Run 1, sequential cells colored by netlist name:
Scale bar: 20 um. Other sequential cells in the stronger gray, the rest of the logic in the fainter gray.
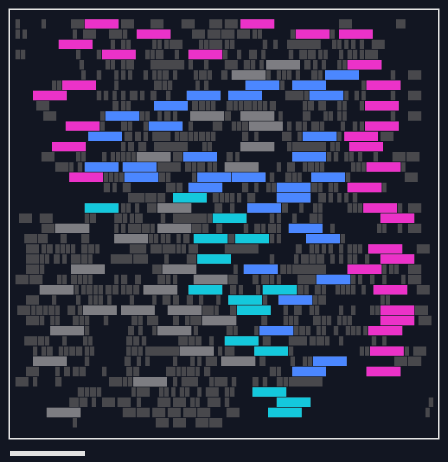
Run 1, the metal 1 layer:
Scale bar: 20 um. Supply wires on this layer in gray.
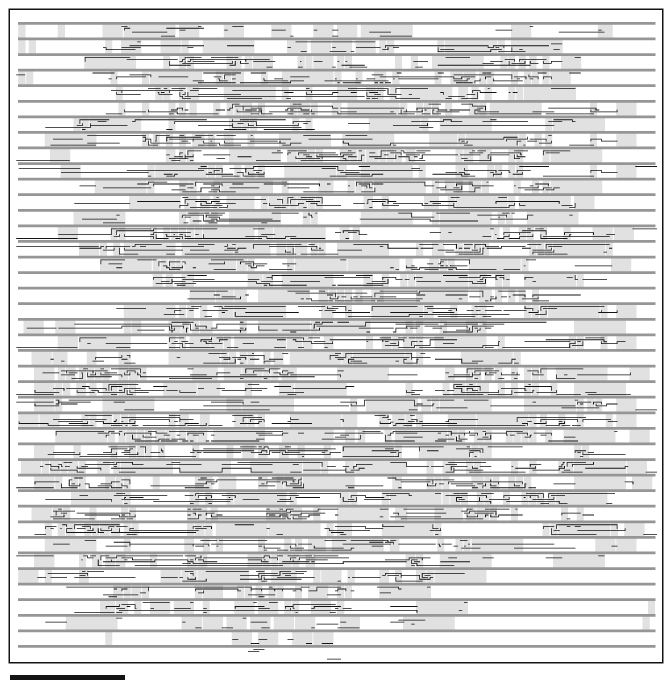
Run 1, routed metal, one color a layer:
Two of the layers only.
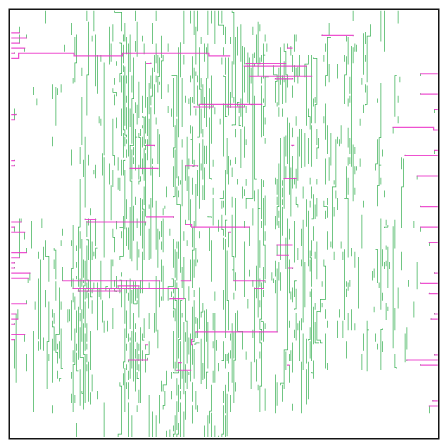
**src/rtl/imem_pkg.sv**
```systemverilog
// imem_pkg: shared widths, FSM states and prefetch entry type for imem_fetch_ctrl.
// The LOAD state exists only when IMEM_LOADER_EN is defined.
package imem_pkg;

    localparam int ADDR_W  = 16;
    localparam int INSTR_W = 16;
    localparam int BYTE_W  = 8;

    typedef enum logic [1:0] {
        IDLE,
        RD_HI,
        RD_LO
`ifdef IMEM_LOADER_EN
        , LOAD
`endif
    } fetch_state_e;

    typedef struct packed {
        logic [ADDR_W-1:0]  pc;
        logic [INSTR_W-1:0] instr;
    } fetch_entry_t;

endpackage

```
**src/rtl/imem_fetch_ctrl_fifo.sv**
```systemverilog
// fetch_fifo: shift-register prefetch FIFO; entry 0 is the registered head.
// Flush clears the count at the next edge and wins over push and pop.
module fetch_fifo
    import imem_pkg::*;
#(
    parameter  int DEPTH = 2,
    localparam int AW    = $clog2(DEPTH),
    localparam int CW    = AW + 1
) (
    input  logic          clk,
    input  logic          rst_n,
    input  logic          flush,
    input  logic          push,
    input  fetch_entry_t  din,
    input  logic          pop,
    output fetch_entry_t  head,
    output logic          valid,
    output logic [CW-1:0] count
);

    fetch_entry_t  ent [DEPTH];
    logic [CW-1:0] cnt;
    logic [AW-1:0] wr_idx;
    logic          do_pop;
    logic          do_push;

    assign do_pop  = pop && (cnt != '0);
    assign do_push = push && ((cnt < CW'(DEPTH)) || do_pop);

    always_comb begin
        wr_idx = cnt[AW-1:0];
        if (do_pop) wr_idx = AW'(cnt - CW'(1));
    end

    always_ff @(posedge clk or negedge rst_n) begin
        if (!rst_n) begin
            cnt <= '0;
            for (int i = 0; i < DEPTH; i++) ent[i] <= '0;
        end else if (flush) begin
            cnt <= '0;
        end else begin
            if (do_pop) begin
                for (int i = 0; i < DEPTH - 1; i++) ent[i] <= ent[i+1];
            end
            if (do_push) ent[wr_idx] <= din;
            cnt <= cnt + CW'(do_push) - CW'(do_pop);
        end
    end

    assign head  = ent[0];
    assign valid = (cnt != '0);
    assign count = cnt;

endmodule

```
**src/rtl/imem_fetch_ctrl.sv**
```systemverilog
// imem_fetch_ctrl: PC owner and two-byte instruction assembler for the byte-wide imem.
// Define IMEM_LOADER_EN to add the program-loader write port and LOAD state.
module imem_fetch_ctrl
    import imem_pkg::*;
#(
    parameter logic [ADDR_W-1:0] RESET_PC   = 16'h0000,
    parameter int                FIFO_DEPTH = 2
) (
    input  logic              clk,
    input  logic              rst_n,
    input  logic              redirect_valid,
    input  logic [ADDR_W-1:0] redirect_pc,
    output logic              instr_valid,
    input  logic              instr_ready,
    output logic [INSTR_W-1:0] instr,
    output logic [ADDR_W-1:0] instr_pc,
`ifdef IMEM_LOADER_EN
    input  logic              ld_valid,
    output logic              ld_ready,
    input  logic [ADDR_W-1:0] ld_addr,
    input  logic [BYTE_W-1:0] ld_data,
`endif
    output logic              mem_en,
    output logic              mem_we,
    output logic [ADDR_W-1:0] mem_addr,
    output logic [BYTE_W-1:0] mem_wdata,
    input  logic [BYTE_W-1:0] mem_rdata
);

    localparam int CW = $clog2(FIFO_DEPTH) + 1;
    localparam logic [ADDR_W-1:0] EVEN = ~ADDR_W'(1);

    fetch_state_e      state;
    logic [ADDR_W-1:0] pc;
    logic [ADDR_W-1:0] pend_pc;
    logic [BYTE_W-1:0] hi_q;
    logic              lo_pend;
    logic [CW-1:0]     fcount;
    logic              credit;
    logic              issue_hi;
    logic              at_bnd;
    logic              pop;
    fetch_entry_t      push_e;
    fetch_entry_t      head_e;

`ifdef IMEM_LOADER_EN
    logic [ADDR_W-1:0] ld_addr_q;
    logic [BYTE_W-1:0] ld_data_q;
`endif

    // lo_pend is the second in-flight instruction while the low byte returns
    assign credit   = (int'(fcount) + int'(lo_pend)) < FIFO_DEPTH;
    assign issue_hi = (state == RD_HI) && credit;
    assign at_bnd   = (state == IDLE) || (state == RD_LO)
                   || ((state == RD_HI) && !credit);

    always_ff @(posedge clk or negedge rst_n) begin
        if (!rst_n) begin
            state   <= IDLE;
            pc      <= RESET_PC & EVEN;
            pend_pc <= '0;
            hi_q    <= '0;
            lo_pend <= 1'b0;
`ifdef IMEM_LOADER_EN
            ld_addr_q <= '0;
            ld_data_q <= '0;
`endif
        end else begin
            lo_pend <= 1'b0;
            if (redirect_valid) begin
                pc    <= redirect_pc & EVEN;
                state <= RD_HI;
            end else begin
                if (state == RD_LO) begin
                    hi_q    <= mem_rdata;
                    pend_pc <= pc;
                    pc      <= pc + ADDR_W'(2);
                    lo_pend <= 1'b1;
                end
                if (at_bnd) begin
`ifdef IMEM_LOADER_EN
                    if (ld_valid) begin
                        state     <= LOAD;
                        ld_addr_q <= ld_addr;
                        ld_data_q <= ld_data;
                    end else begin
                        state <= RD_HI;
                    end
`else
                    state <= RD_HI;
`endif
                end else if (state == RD_HI) begin
                    state <= RD_LO;
                end else begin
                    state <= RD_HI;
                end
            end
        end
    end

    always_comb begin
        mem_en    = 1'b0;
        mem_we    = 1'b0;
        mem_addr  = '0;
        mem_wdata = '0;
`ifdef IMEM_LOADER_EN
        ld_ready  = 1'b0;
`endif
        unique case (1'b1)
            issue_hi: begin
                mem_en   = 1'b1;
                mem_addr = pc;
            end
            (state == RD_LO): begin
                mem_en   = 1'b1;
                mem_addr = pc | ADDR_W'(1);
            end
`ifdef IMEM_LOADER_EN
            (state == LOAD): begin
                mem_en    = 1'b1;
                mem_we    = 1'b1;
                mem_addr  = ld_addr_q;
                mem_wdata = ld_data_q;
                ld_ready  = 1'b1;
            end
`endif
            default: ;
        endcase
    end

    assign push_e.pc    = pend_pc;
    assign push_e.instr = {hi_q, mem_rdata};
    assign pop          = instr_valid && instr_ready;

    fetch_fifo #(
        .DEPTH(FIFO_DEPTH)
    ) u_fifo (
        .clk   (clk),
        .rst_n (rst_n),
        .flush (redirect_valid),
        .push  (lo_pend),
        .din   (push_e),
        .pop   (pop),
        .head  (head_e),
        .valid (instr_valid),
        .count (fcount)
    );

    assign instr    = head_e.instr;
    assign instr_pc = head_e.pc;

endmodule

```
**config.mk**
```make
export PLATFORM = sky130hd
export DESIGN_NAME = imem_fetch_ctrl
export DESIGN_NICKNAME = d
export VERILOG_FILES = /design/src/rtl/imem_pkg.sv /design/src/rtl/imem_fetch_ctrl_fifo.sv /design/src/rtl/imem_fetch_ctrl.sv
export SDC_FILE = /design/constraint.sdc
export NUM_CORES = 1
export LEC_CHECK = 0
export ABC_AREA = 1
export CAP_MARGIN = 0
export CORE_UTILIZATION = 45
export DETAILED_ROUTE_END_ITERATION = 6
export MAX_ROUTING_LAYER = met4
export PLACE_DENSITY = 0.66
export SYNTH_ARGS = -nofsm -noshare
export SYNTH_HDL_FRONTEND = slang
export SYNTH_SLANG_ARGS = --single-unit
export TNS_END_PERCENT = 10
```
**constraint.sdc**
```tcl
create_clock -name clk -period 4.1 [get_ports clk]
set_input_delay 0.615 -clock clk [delete_from_list [all_inputs] [get_ports clk]]
set_output_delay 0.615 -clock clk [all_outputs]
set_load 0.01 [all_outputs]
```
==> impl_metrics.yaml, run 1 <==
# yosys + openroad results
synth:
  syn_area_per_cell_um2: 7.50
  area_leaders: "dfrtp_1, nand2_1, inv_1"
  ys_cells: 751
  synthTopCellsByCount: "nand2_1, inv_1, dfrtp_1, buf_4, nor2_1"
  yosysWarnings: 0
  ys.flop_type: "dfrtp_1"
  synthArstFlopShare: 1.00
  ys_seq_frac: 0.471
  synth_flops: 106
  yosys_area_mm2: 0.00563
  most_common_cell: "nand2_1"
  edf_count: 0
  top_area_frac: 0.471
  synth.cell_area_mm2: 0.00563
  largest_area_cell: "dfrtp_1"
placement:
  placed_area_mm2: 0.00619
  gpl.final_weighted_congestion: 0.847
  numPortBuffers: 76
  hpwl_um: 8200
route:
  first_pass_iters: 5
  vias_per_cell: 4.74
  drt_iter0_drc: 323
  drc: 0
  wirelength_um: 12400
  wl_per_cell_um: 13.0
worst_setup_path:
  r2r_cells: 9
  r2r_start: "u_fifo.count[1]"
  worstPathMaxFanout: 34
  criticalPathCategory: "reg -> out"
  crit_end: "mem_addr[9]"
  r2r_slack_ns: 1.50
  crit_required_ns: 3.48
  arrival_ns: 2.44
  r2r_end: "u_fifo.head[23]"
final_timing:
  hold_viol: 0
  min_period_ns: 3.06
  finalClockPeriodUsage: 0.746
  worst_slew_pin_slew_ns: 0.907
  maxSlewHeadroom: 0.396
  grt_setup_unrepaired: "false"
  clock_skew_ns: 0.00469
  setup_viol: 0
  fmax_mhz: 327
  finalSetupTns_ns: 0
pwr:
  leakage_nw: 3.47
  cellPowerDensity_mw_per_mm2: 633
clock_tree:
  ctsResizeCount: 0
  clockRootBuffer: "clkbuf_16"
  clock_latency_ns: 0.35
  clk_pin_slew_worst_paths_ns: 0.07
  cts_max_path_buffers: 2
  hold_buffers: 0
  post_cts_buffers: 0
  cts_tree: "done"
  cts_sinks: 106
finish:
  stdcell_area_mm2: 0.00649
  final.fill_count: 1179
  nNetsFinal: 809
  layout.area.comb_mm2: 0.00202
  n_antenna_cell: 0
  drive_gt1_frac: 0.0485
  synthToLayoutAreaGrowth_pct: 15.3
global_route:
  grt_pass1_wl_um: 21100
  antenna_found_initial: 0
  gr-total-overflow: 0
  grt_pass1_vias: 4291
  grt_max_degree: 70
status:
  outcome: "finished, final reports clean"
die:
  dieWidth_um: 114
  fp_util: 0.465
  die_h_um: 114
  core-area_mm2: 0.0121
  io_pins: 87
job:
  max-cap-violations: 0
  warnings: 27
Back to the opening pictures, 'sequential cells colored by netlist name':
Blue shows `u_fifo.ent`, flops 31. Cyan shows `pend_pc`, flops 15. Magenta shows `u_fifo.head`, flops 32, where spread over the die.
Another 28 sequential cells are not colored.
Util after Layout: 0.536
Seq. cell area: 0.00265 mm^2
sequential power: 0.00161 W
flop share of the area: 0.409

Back to the opening pictures, 'the metal 1 layer':
The wires run mostly horizontal. The layer carries 5,970 um of wire. The layer holds 48% of the routed length. The longest straight run is 52.0 um. 741 nets have wire on it.

Back to the opening pictures, 'routed metal, one color a layer':
Magenta shows metal 3, wire length 458 um. Green shows metal 2, wire length 5,700 um.
aggregate global-route resource usage: 0.214
via count: 4,511

==> run 1: power by group <==
part | leakage, nW | internal [W] | total [W] | switching, W
clock | 0.148 | 0.000479 | 0.000862 | 0.000383
combinational | 1.93 | 0.000708 | 0.00164 | 0.000932
sequential | 1.39 | 0.00140 | 0.00161 | 0.000206
total | 3.47 | 0.00259 | 0.00411 | 0.00152
==> run 1: metal layers <==
metal  GRT usage  vias up  routed length [um]
li1            -     2299                   -
met1       0.287     2088                5970
met2       0.333      110                5700
met3      0.0234       14                 457
met4      0.0900        0                 225
met5           -        -                   0
==> run 1: layout by cell type (no fill, tap or decap), drive strengths merged, types with 4 or more instances in the layout <==
master / n
clkbuf: 13
clkdlybuf4s50: 75
o21ai: 57
a21oi: 6
buf: 10
dfrtp: 106
inv: 127
nor2: 39
xor2: 4
nand2: 252
nand3: 32
nand4: 34
conb: 9
==> run 1: cell families after synthesis <==
logic type,share of synthesized area
and+or+nand+nor,0.272
other,0.000666
AOI/OAI and AO/OA,0.0664
DFF,0.471
buffers and inverters,0.175
adders and majority gates,0.00667
xor gates and xnor gates,0.00778
==> run 1: critical path, cell delays in order (launching register included) <==
cell             delay [ns]
dfrtp_1                0.32
buf_4                  0.37
nand2_1                0.09
nand2_1                0.09
nor3_2                 0.05
nor2_2                 0.54
nor2_1                 0.11
clkdlybuf4s50_1        0.52
==> run 1: worst min-delay path by stage <==
| stage | end | slack, ns | cells after the start |
|---|---|---|---|
| after floorplan | hi_q[0] | 0.32 | 0 |
| after global placement | u_fifo.head[24] | 0.46 | 2 |
| after detailed placement | u_fifo.head[13] | 0.46 | 2 |
| after CTS | u_fifo.head[13] | 0.42 | 1 |
| after global routing | u_fifo.head[8] | 0.47 | 1 |
| final | u_fifo.head[13] | 0.39 | 1 |
==> run 1: stage by stage <==
step / utilization / hold slack, ns / power [W] / cells / setup slack, ns
after floorplan: - / 0.319 / 0.00274 / 759 / 2.26
after global placement: 0.511 / 0.462 / 0.00322 / 935 / 1.01
after detailed placement: 0.511 / 0.464 / 0.00327 / 935 / 0.923
after CTS: 0.536 / 0.424 / 0.00415 / 951 / 1.02
after global routing: 0.536 / 0.472 / 0.00444 / 951 / 0.848
final: 0.536 / 0.390 / 0.00411 / 951 / 1.04
==> run 1: area by class of cell <==
cell class,count,area share
Tap cell,168,0.0324
Inverter,128,0.0740
Clock inverter,3,0.00328
Sequential cell,106,0.409
Clock buffer,13,0.0432
Timing Repair Buffer,85,0.127
Multi-Input combinational cell,448,0.311
==> run 1: sequential cells by signal, summed over array words and instances (netlist names) <==
signal and cells:
u_fifo.ent 31, lo_pend 1, pc 15, pend_pc 15, u_fifo.head 32, state 2
u_fifo.count 2, hi_q 8
==> run 2, diff against run 1 <==
==> constraint.sdc (replaced) <==
create_clock -name clk -period 3.04 [get_ports clk]
set_input_delay 0.456 -clock clk [delete_from_list [all_inputs] [get_ports clk]]
set_output_delay 0.456 -clock clk [all_outputs]
set_load 0.01 [all_outputs]
Run 2, congestion heat map:
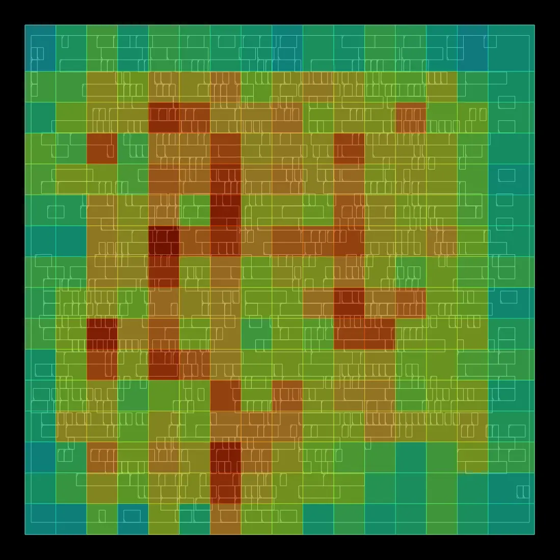
GR Util met3: 0.0266
Util after Layout: 0.538
mean routed wirelength per cell: 12.5 um
grt peak-use layer: met2

Run 2, routed metal, one color a layer:
Two of the layers only.
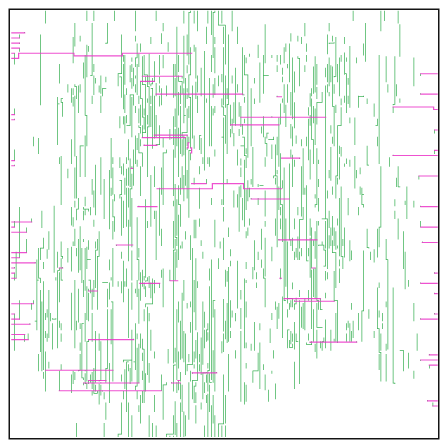
Green shows metal 2, wire length 5,470 um. Magenta shows metal 3, wire length 489 um.
aggregate global-route resource usage: 0.205
overall routed net length: 11,900 um
via count: 4,538

Run 2, the metal 1 layer:
Scale bar: 20 um. Supply wires on this layer in gray.
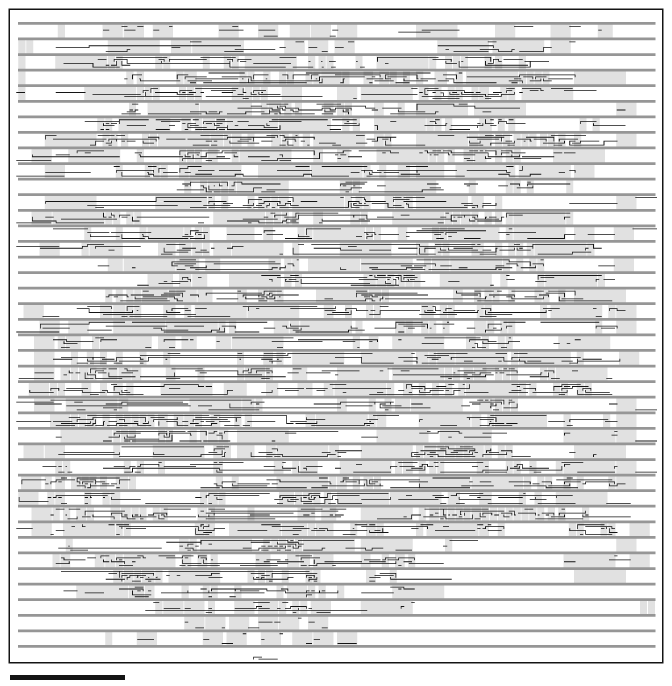
The layer holds 49% of the routed length. The layer carries 5,820 um of wire. The wires run mostly horizontal.

==> run 2 against run 1 <==
  * Sequential power is 34% higher
  * Via count increased by 0.60%
  * Clock skew up 0.0054 ns
==> impl_metrics.yaml, run 2 <==
# yosys + openroad results
placement:
  gpl.final_weighted_congestion: 0.827
  hpwl_um: 8210
  numPortBuffers: 76
  placed_area_mm2: 0.00622
synth:
  fa_ha_area_frac: 0.00667
  top_area_frac: 0.471
  ys.flop_type: "dfrtp_1"
  syn_area_per_cell_um2: 7.50
  largest_area_cell: "dfrtp_1"
  synth_flops: 106
  synth.cell_area_mm2: 0.00563
  synthTopCellsByCount: "nand2_1, inv_1, dfrtp_1, buf_4, nor2_1"
  synthesis.instances: 751
  ys_seq_frac: 0.471
  yosysUniqueCellTypes: 33
  synthArstFlopShare: 1.00
  area_leaders: "dfrtp_1, nand2_1, inv_1"
  edf_count: 0
  ys_cells: 751
  yosysWarnings: 0
  xor_share: 0.00778
  synthMuxAreaShare: 0
  ys_sh_aoi: 0.0664
  simple_gate_share: 0.272
  ys_top_logic_family: "simple AND/OR/NAND/NOR gates"
  yosys_area_mm2: 0.00563
  most_common_cell: "nand2_1"
job:
  warnings: 27
  max-cap-violations: 0
finish:
  final.fill_count: 1152
  largest_reg_flops: 32
  final_common_cell: "nand2_1"
  nNetsFinal: 811
  final_cell_mix: "nand2_1, inv_1, dfrtp_1, clkdlybuf4s50_1, nor2_1"
  n_antenna_cell: 0
  register_area_mm2: 0.00265
  stdcell_area_mm2: 0.00652
  drive_gt1_frac: 0.0510
  synthToLayoutAreaGrowth_pct: 15.8
  layout.area.comb_mm2: 0.00202
route:
  routedLengthMet1_um: 5820
  route.met2.wl_um: 5470
  first_pass_iters: 5
  antenna_left: 0
  dr_wl_met3_um: 489
  drt_iter0_drc: 317
  highest_layer: "met4"
  drc: 0
  vias_per_cell: 4.76
global_route:
  grt_pass1_wl_um: 20800
  antenna_found_initial: 0
  grt_pass1_vias: 4363
  grt_max_degree: 63
  gr-total-overflow: 0
final_timing:
  maxSlewHeadroom: 0.558
  setup_viol: 0
  min_period_ns: 2.67
  holdWs_ns: 0.0808
  grt_setup_unrepaired: "false"
  finalSetupTns_ns: 0
  hold_viol: 0
  finalClockPeriodUsage: 0.877
  clock_skew_ns: 0.0101
  final-max-slew-violation-count: 0
  fmax_mhz: 375
  worst_slew_pin_slew_ns: 0.662
clock_tree:
  post_cts_buffers: 0
  clock_latency_ns: 0.34
  cts_max_path_buffers: 2
  hold_buffers: 0
  ctsResizeCount: 0
  cts.htree.levels: 3
  clk_pin_slew_worst_paths_ns: 0.07
  cts_tree: "done"
  cts_sinks: 106
  cts_buffers: 9
  clockRootBuffer: "clkbuf_16"
pwr:
  cellPowerDensity_mw_per_mm2: 847
  vdd_drop_max_v: 0.000384
  finalPower_w: 0.00552
  leakage_nw: 3.48
worst_setup_path:
  crit_required_ns: 2.58
  r2r_slack_ns: 0.94
  startpoint_type: "flip-flop"
  r2r_start: "u_fifo.count[1]"
  worstPathMaxFanout: 16
  arrival_ns: 2.21
  criticalPathCategory: "reg -> out"
  r2r_cells: 10
  r2r_end: "u_fifo.ent[25]"
  endpoint_kind: "primary output"
die:
  dieWidth_um: 114
  io_pins: 87
  num_rows: 40
  die_h_um: 114
  fp_util: 0.465
  core-area_mm2: 0.0121
  dieArea_mm2: 0.0130
hold_path:
  hp-class: "in -> async"
status:
  outcome: "finished, final reports clean"
[run 2: critical path, stage by stage, from the launching register on]
cell	delay [ns]
dfrtp_1	0.41
nand2_1	0.15
inv_1	0.13
nor2_2	0.55
nor2_1	0.11
clkdlybuf4s50_1	0.51
[run 2: through the flow]
step / setup WS (ns) / std cells
3_5_place_dp: 0.605 / 937
4_1_cts: 0.367 / 953
3_3_place_gp: 0.693 / 937
5_1_grt: 0.233 / 953
2_1_floorplan: 1.24 / 759
6_report: 0.374 / 953
[run 2: report_power, final]
group          switching [W]  internal [W]  leakage, nW
sequential          0.000270       0.00189         1.39
clock               0.000536      0.000614        0.148
combinational        0.00125      0.000963         1.95
total                0.00205       0.00346         3.48
[run 2: layout make-up]
class                      instances  area share
sequential                       106       0.407
multi-input combinational        448       0.310
timing repair buffer              87       0.131
inverter                         128      0.0737
clock buffer                      11      0.0388
tap                              168      0.0323
clock inverter                     5     0.00710
[run 2: cells by family after synthesis]
| logic type | count (synthesis) |
|---|---|
| adder cells (fa/ha/maj) | 3 |
| buffers and inverters | 205 |
| other | 1 |
| XOR/XNOR | 5 |
| flip-flops | 106 |
| AND/OR/NAND/NOR | 362 |
| AND-OR/OR-AND | 69 |
[run 2: worst max path at each step]
stage                      endpoint            start
floorplan           u_fifo.head[10]  u_fifo.count[1]
global placement     u_fifo.ent[15]      instr_ready
detailed placement  u_fifo.head[22]      instr_ready
CTS                    mem_addr[13]         state[1]
global route           mem_addr[13]         state[1]
finish                 mem_addr[13]         state[1]
[run 2: metal layers]
metal	vias up	GRT usage
met5	-	-
met4	0	0.0606
met3	15	0.0266
met2	112	0.316
met1	2096	0.284
li1	2315	-
Power and IR drop assume default switching activity.
